Figure 1. Port wiring (run 1).
Drawn at 2 px/µm.
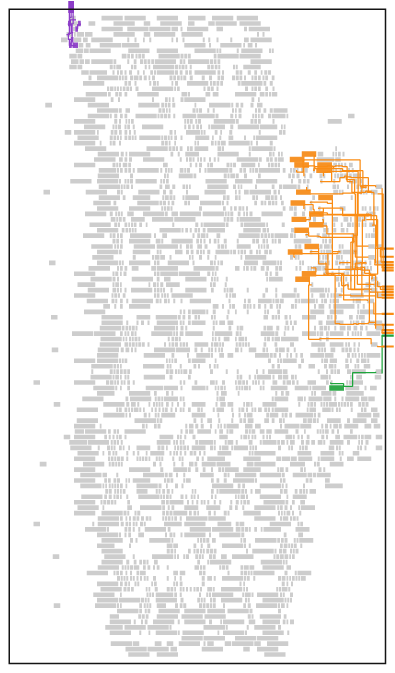
Figure 2. Metal 3 (run 1).
Drawn at 1.5 px/µm.
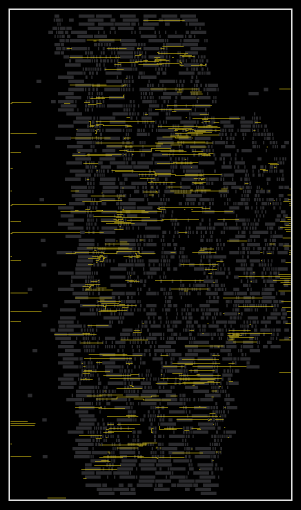
Figure 3. Clock routing (run 1).
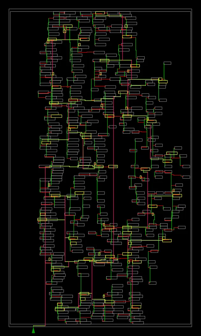
Figure 4. Cell classes on the final placement (run 1).
Drawn at 1 px/µm.
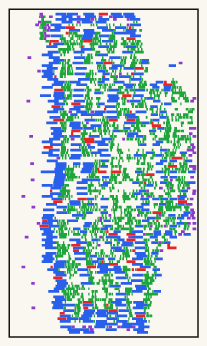
$ cat config.mk
export PLATFORM = sky130hd
export DESIGN_NAME = hsc_cpi_sequencer
export DESIGN_NICKNAME = d
export VERILOG_FILES = /design/src/rtl/hsc_cpi_sequencer.sv
export SDC_FILE = /design/constraint.sdc
export NUM_CORES = 1
export LEC_CHECK = 0
export ABC_AREA = 1
export CAP_MARGIN = 20
export CORE_ASPECT_RATIO = 1.75
export CORE_UTILIZATION = 35
export DETAILED_ROUTE_END_ITERATION = 8
export SKIP_LAST_GASP = 1
export SYNTH_ARGS = -nofsm -noshare
export SYNTH_HDL_FRONTEND = slang
export SYNTH_SLANG_ARGS = --single-unit
$ cat constraint.sdc
create_clock -name clk -period 7.8 [get_ports clk]
set_input_delay 1.95 -clock clk [delete_from_list [all_inputs] [get_ports clk]]
set_output_delay 1.95 -clock clk [all_outputs]
set_load 0.05 [all_outputs]
$ cat src/rtl/hsc_cpi_sequencer.sv
// rtl/hsc_cpi_sequencer.sv - dwell-table driven PRI/CPI timing sequencer
module hsc_cpi_sequencer (
    input  logic        clk,
    input  logic        rst,
    input  logic        i_Tbl_We,
    input  logic [2:0]  i_Tbl_Addr,
    input  logic [34:0] i_Tbl_Wdata,
    input  logic [2:0]  i_Last_Idx,
    input  logic        i_Loop,
    input  logic        i_Start,
    input  logic        i_Stop,
    output logic        o_Busy,
    output logic        o_PRI_p,
    output logic        o_CPI_p,
    output logic        o_First_PRI,
    output logic        o_SRIO_Mem_Sel,
    output logic [2:0]  o_Waveform_Type,
    output logic [15:0] o_PRI_Width,
    output logic [2:0]  o_Dwell_Idx,
    output logic        o_Done
);

    typedef enum logic [1:0] {S_IDLE, S_LOAD, S_RUN, S_DONE} state_t;

    state_t      state;
    logic [34:0] dwell_tbl [8];

    // Counters for the dwell in progress; 16 bits always suffice because the
    // limits are checked before the increment.
    logic [15:0] pri_cnt;
    logic [15:0] pri_idx;
    logic [15:0] cur_cpi;

    // Entry prefetched at the start of each CPI so the next dwell begins with no gap.
    logic [2:0]  nxt_wave;
    logic [15:0] nxt_pri;
    logic [15:0] nxt_cpi;
    logic [2:0]  nxt_idx;

    logic [2:0]  last_idx_q;
    logic        loop_q;
    logic        stop_pend;

    logic [34:0] load_entry;
    logic [34:0] pf_entry;
    logic [2:0]  pf_idx;
    logic        pri_last;
    logic        cpi_last;

    // A PRI shorter than 2 cycles would overlap the prefetch with the CPI end.
    function automatic logic [15:0] eff_pri(input logic [15:0] w);
        eff_pri = (w < 16'd2) ? 16'd2 : w;
    endfunction

    function automatic logic [15:0] eff_cpi(input logic [15:0] w);
        eff_cpi = (w < 16'd1) ? 16'd1 : w;
    endfunction

    assign load_entry = dwell_tbl[o_Dwell_Idx];
    assign pf_idx     = (o_Dwell_Idx == last_idx_q) ? 3'd0 : o_Dwell_Idx + 3'd1;
    assign pf_entry   = dwell_tbl[pf_idx];
    assign pri_last   = (pri_cnt == o_PRI_Width - 16'd1);
    assign cpi_last   = (pri_idx == cur_cpi - 16'd1);

    // Dwell table: written in any state, deliberately untouched by reset.
    always_ff @(posedge clk) begin
        if (i_Tbl_We) begin
            dwell_tbl[i_Tbl_Addr] <= i_Tbl_Wdata;
        end
    end

    // Sequencer FSM with registered outputs and PRI/CPI counters.
    always_ff @(posedge clk) begin
        if (rst) begin
            state           <= S_IDLE;
            pri_cnt         <= 16'd0;
            pri_idx         <= 16'd0;
            cur_cpi         <= 16'd0;
            nxt_wave        <= 3'd0;
            nxt_pri         <= 16'd0;
            nxt_cpi         <= 16'd0;
            nxt_idx         <= 3'd0;
            last_idx_q      <= 3'd0;
            loop_q          <= 1'b0;
            stop_pend       <= 1'b0;
            o_Busy          <= 1'b0;
            o_PRI_p         <= 1'b0;
            o_CPI_p         <= 1'b0;
            o_First_PRI     <= 1'b0;
            o_SRIO_Mem_Sel  <= 1'b0;
            o_Waveform_Type <= 3'd0;
            o_PRI_Width     <= 16'd0;
            o_Dwell_Idx     <= 3'd0;
            o_Done          <= 1'b0;
        end else begin
            o_PRI_p <= 1'b0;
            o_CPI_p <= 1'b0;
            o_Done  <= 1'b0;

            if ((state == S_LOAD || state == S_RUN) && i_Stop) begin
                stop_pend <= 1'b1;
            end

            case (state)
                S_IDLE: begin
                    if (i_Start && !i_Stop) begin
                        last_idx_q  <= i_Last_Idx;
                        loop_q      <= i_Loop;
                        o_Dwell_Idx <= 3'd0;
                        o_Busy      <= 1'b1;
                        state       <= S_LOAD;
                    end
                end
                S_LOAD: begin
                    o_Waveform_Type <= load_entry[34:32];
                    o_PRI_Width     <= eff_pri(load_entry[31:16]);
                    cur_cpi         <= eff_cpi(load_entry[15:0]);
                    pri_cnt         <= 16'd0;
                    pri_idx         <= 16'd0;
                    o_PRI_p         <= 1'b1;
                    o_CPI_p         <= 1'b1;
                    o_First_PRI     <= 1'b1;
                    state           <= S_RUN;
                end
                S_RUN: begin
                    if (o_CPI_p) begin
                        nxt_wave <= pf_entry[34:32];
                        nxt_pri  <= eff_pri(pf_entry[31:16]);
                        nxt_cpi  <= eff_cpi(pf_entry[15:0]);
                        nxt_idx  <= pf_idx;
                    end
                    if (!pri_last) begin
                        pri_cnt <= pri_cnt + 16'd1;
                    end else begin
                        pri_cnt <= 16'd0;
                        if (!cpi_last) begin
                            pri_idx     <= pri_idx + 16'd1;
                            o_PRI_p     <= 1'b1;
                            o_First_PRI <= 1'b0;
                        end else begin
                            o_SRIO_Mem_Sel <= ~o_SRIO_Mem_Sel;
                            pri_idx        <= 16'd0;
                            if (stop_pend || (o_Dwell_Idx == last_idx_q && !loop_q)) begin
                                o_Busy      <= 1'b0;
                                o_First_PRI <= 1'b0;
                                o_Done      <= 1'b1;
                                state       <= S_DONE;
                            end else begin
                                o_Waveform_Type <= nxt_wave;
                                o_PRI_Width     <= nxt_pri;
                                cur_cpi         <= nxt_cpi;
                                o_Dwell_Idx     <= nxt_idx;
                                o_PRI_p         <= 1'b1;
                                o_CPI_p         <= 1'b1;
                                o_First_PRI     <= 1'b1;
                            end
                        end
                    end
                end
                S_DONE: begin
                    stop_pend <= 1'b0;
                    state     <= S_IDLE;
                end
                default: begin
                    state <= S_IDLE;
                end
            endcase
        end
    end

endmodule

==> flow_summary.ini, run 1 <==
; synthesis and place-and-route metrics
[status]
outcome = completed

[finish]
buffers = 104
layoutNonFillerInstCount = 3412
layout_top_cell = nand2_1
clkCellAreaFrac = 0.05463
final_core_util = 0.3990
seq_share = 0.4601
final_nets = 2659
comb_cells = 1794

[placement]
gp_congestion = 0.8911
io_buffers = 74
dp_cells = 3340
hpwl_um = 42110

[die]
io_pins = 75
coreArea_mm2 = 0.05935
die_h_um = 326.4
die-area_mm2 = 0.06114

[power]
static-leakage-power_nw = 9.226
power_mw = 6.416
peakVddDrop_mv = 0.1529

[critical_path]
path_delay_family = buffers and inverters
cp.required_ps = 8300
startpoint = o_Dwell_Idx[0]
crit_cells = 17
end_kind = flop
regToRegStartpoint = o_Dwell_Idx[0]
rrSetupSlack_ps = 2890
worst-path-max-fanout = 59

[yosys]
postSynth.asyncResetShare = 0
top_area_frac = 0.3996
ys_cells = 2607

[cts]
holdBufCountCts = 0
cts_tree = done
cts_buffers = 40

[timing]
max_freq_ghz = 0.2037
finalHoldViolations = 0
setup_viol = 0
worstMarginPinSlew_ps = 1122
setup-tns-final_ps = 0
rsz0062_at_grt = false

[min_path]
hp-class = reg2reg
min_to = nxt_pri[0]

[flow_run]
maxCapViolations = 0

[global_routing]
grt_pass1_wl_um = 102500
overflow = 0
grt_max_degree = 90

[routing]
wl_per_cell_um = 19.57
dr.pass1.iters = 5
About Figure 1:
Orange stands for `o_PRI_Width`, bits 16, direction output, edge right, end cells 16, wire 1380 µm. Purple stands for `i_Tbl_Addr`, bits 3, direction input, edge top, end cells 7, wire 65.3 µm. Green stands for `o_First_PRI`, bits 1, direction output, edge right, end cells 1, wire 51.1 µm.

About Figure 2:
The layer holds 6.4% of the routed length. The layer carries 4280 µm of wire. 185 nets have wire on it.

About Figure 3:
Layout Skew: 19.38 ps
P_clk: 1.94 mW
# clk buffers: 51
flip-flops: 404
Late-Pin Clk Latency: 560 ps

About Figure 4:
Blue stands for sequential cells, cells 404, share of their area 48%. Green stands for combinational and other logic, cells 2052, share of their area 42%. Purple stands for remaining buffers and delay cells, cells 104, share of their area 4.2%. Red stands for clock drivers and dummy loads, cells 72, share of their area 5.7%.

run 1: where the power goes:
group          leakage (nW)  total [mW]  internal (mW)  switching, mW
registers              3.55        2.51           2.41          0.101
logic                  5.05        1.96          0.585           1.38
clock network         0.629        1.94           1.10          0.843
run 1: kinds of logic after synthesis:
| logic type | synth area share |
|---|---|
| AOI/OAI and AO/OA | 0.1211 |
| xor gates and xnor gates | 0.01707 |
| adders and majority gates | 0.005946 |
| buffers and inverters | 0.07790 |
| DFF | 0.5176 |
| muxes | 0.0004757 |
| and+or+nand+nor | 0.2600 |
run 1: layer usage:
layer | wire length [µm] | track usage | vias to the layer above
li1 | - | - | 8734
met1 | 25270 | 0.2477 | 8605
met2 | 34040 | 0.3907 | 735
met3 | 4277 | 0.02664 | 181
met4 | 3181 | 0.1151 | 2
met5 | 11 | 0 | -
==> run 1 -> run 2 <==
- clock period: 7.8 -> 4.35 ns (I/O delays scaled with it)
Figure 5. Metal 3 (run 2).
Drawn at 1.5 px/µm.
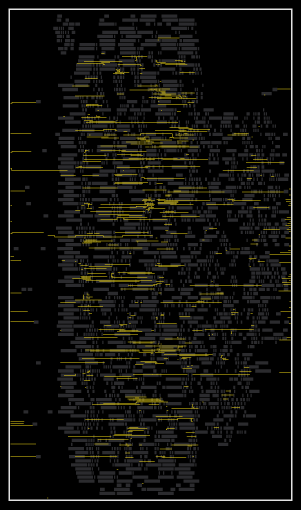
The layer holds 6.5% of the routed length. The longest straight run is 61.0 µm. 200 nets have wire on it. The layer carries 4370 µm of wire.

Figure 6. Clock routing (run 2).
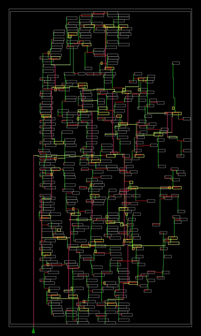
clk sinks: 404
P_clk: 3.48 mW

==> run 2 against run 1 <==
Against the previous run:
- routed wire length is 1.3% higher
- global-route usage increased by 0.13 points
- clock skew is 0.79 ps lower
- largest cell class unchanged
- setup slack got worse by 2100 ps
- clock power increased by 79%
- register-to-register slack lost 2100 ps
- cell count increased by 0.18%
- total power up 81%
==> flow_summary.ini, run 2 <==
; synthesis and place-and-route metrics
[status]
outcome = completed

[finish]
nClkBuffers = 48
layoutNonFillerInstCount = 3418
seq_share = 0.4588
layout_top_cell = nand2_1

[die]
die_h_um = 326.4
coreArea_mm2 = 0.05935
io_pins = 75

[power]
static-leakage-power_nw = 9.285
comb-power_mw = 3.64
pg_seq_mw = 4.51
peakVddDrop_mv = 0.3183

[critical_path]
rrSetupSlack_ps = 830
cp.required_ps = 4790

[min_path]
hp-class = reg2reg

[timing]
rsz0062_at_grt = false

[global_routing]
grt_max_degree = 126

[routing]
wl_per_cell_um = 19.78
wl_met2_um = 34880

[yosys]
simple_gate_share = 0.2600

[cts]
holdBufCountCts = 0
Figure 7. Port wiring (run 2).
Drawn at 2 px/µm.
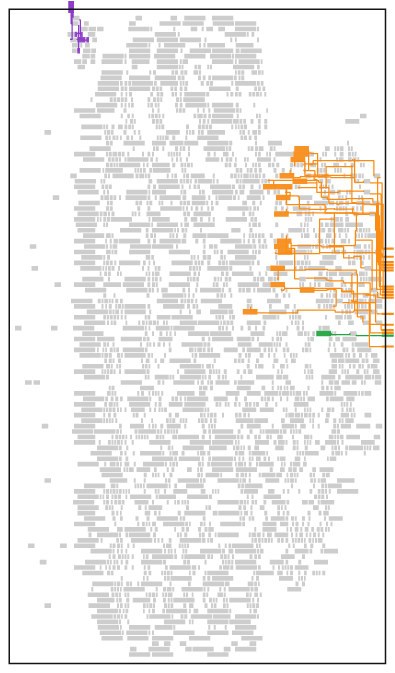
Orange stands for `o_PRI_Width`, bits 16, direction output, edge right, end cells 16, wire 1550 µm. Green stands for `o_First_PRI`, bits 1, direction output, edge right, end cells 1, wire 26.7 µm. Purple stands for `i_Tbl_Addr`, bits 3, direction input, edge top, end cells 7, wire 60.0 µm.

run 2: cell counts after synthesis:
No cell type changed its count.
run 2: worst max-delay path by stage:
stage	start	end	slack, ps	depth (start not counted)
after floorplan	i_Tbl_Addr[0]	dwell_tbl[0][0]	1220	3
after global placement	o_PRI_Width[0]	o_PRI_Width[0]	950	17
after detailed placement	o_PRI_Width[0]	o_PRI_Width[0]	850	17
after CTS	o_PRI_Width[0]	o_PRI_Width[0]	840	17
after global routing	o_PRI_Width[0]	o_PRI_Width[0]	490	17
final	o_PRI_Width[0]	o_PRI_Width[0]	830	17
run 2: per-layer routing:
metal | GRT usage | vias up
met5 | 0 | -
met4 | 0.1238 | 2
met3 | 0.02783 | 190
met2 | 0.4019 | 781
met1 | 0.2379 | 8732
li1 | - | 8746
==> run 2 -> run 3 <==
- clock period: 4.35 -> 3.6 ns (I/O delays scaled with it)
Figure 8. Clock routing (run 3).
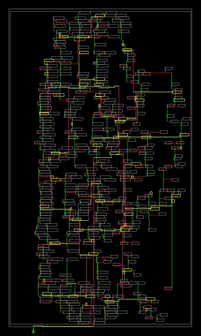
Layout Skew: 13.33 ps
Num CTS Buffers: 39
# clk buffers: 50
P_clk: 4.31 mW

Figure 9. Clock wires, drivers and flops (run 3).
Drawn at 2 px/µm.
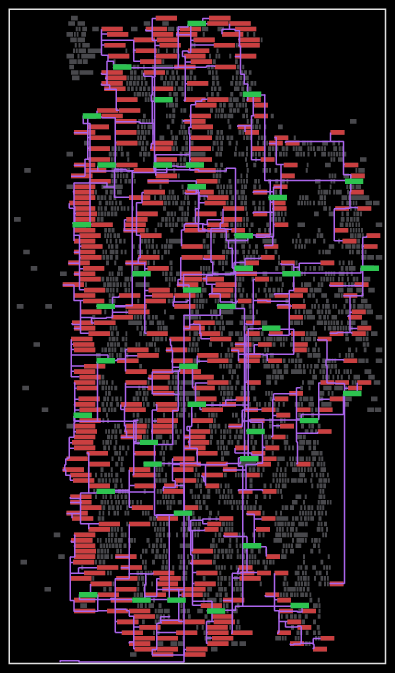
Red stands for flip-flops, count 404. Green stands for clock drivers, count 39. Purple stands for clock wires, length 5390 µm.
There are 40 routed clock nets.

==> run 3 against run 2 <==
Against the previous run:
- clock-buffer cell count increased by 2
- largest power group unchanged
- critical endpoint is now o_PRI_Width[1]
- die size unchanged
- first-iteration DRC count decreased by 18%
- worst hold slack improved by 0.56 ps
- routed wire length decreased by 1.4%
- area after synthesis unchanged
- non-clock buffer count increased by 14
- synthesized cell count unchanged
- clock power increased by 24%
==> flow_summary.ini, run 3 <==
; synthesis and place-and-route metrics
[finish]
flops = 404
seq_share = 0.4544
layoutNonFillerInstCount = 3429

[power]
power_frac_clock = 0.305
power_leader = sequential cells
pg_seq_mw = 5.45
swShare = 0.3595

[timing]
finalHoldViolations = 0
max_freq_ghz = 0.3304

[placement]
io_buffers = 74
dp_cells = 3359

[cts]
insertion_delay_ps = 560
holdBufCountCts = 0
cts_tree = done

[yosys]
ys_sh_mux = 0.0004757
yosys.area_share.aoi = 0.1211
postSynth.asyncResetShare = 0

[die]
die_h_um = 326.4
coreArea_mm2 = 0.05935

[critical_path]
startpoint = o_PRI_Width[0]
path_delay_family = simple AND/OR/NAND/NOR gates

[status]
outcome = completed

[global_routing]
grt_max_degree = 77

[routing]
dr.pass1.iters = 5
Figure 10. Metal 3 (run 3).
Drawn at 1.5 px/µm.
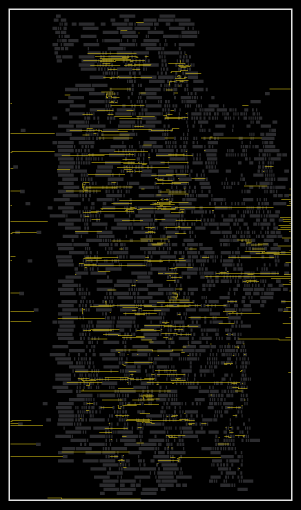
The wires run mostly horizontal. 223 nets have wire on it.

==> run 3: cell counts after synthesis <==
Identical to the previous run, type by type.
==> run 3: metrics by stage <==
step	cell area, µm²	utilization	power (mW)
finish	23980	0.4040	14.14
global route	23980	0.4040	14.89
CTS	23980	0.4040	14.21
detailed placement	22670	0.3819	9.896
global placement	22670	0.3819	9.839
floorplan	21040	-	8.675
==> run 3: worst max path at each step <==
stage | cells after the start | endpoint
final | 18 | o_PRI_Width[1]
after floorplan | 3 | dwell_tbl[0][0]
after CTS | 18 | o_PRI_Width[1]
after detailed placement | 18 | o_PRI_Width[1]
after global placement | 18 | o_PRI_Width[1]
after global routing | 19 | pri_idx[14]
==> run 3: per-layer routing <==
metal	routed length (µm)	GRT usage
met1	25120	0.2416
met2	33890	0.3937
met3	4025	0.03094
met4	3651	0.1192
met5	0	0
Power figures rest on the tool's default switching activity, not on a simulated workload.
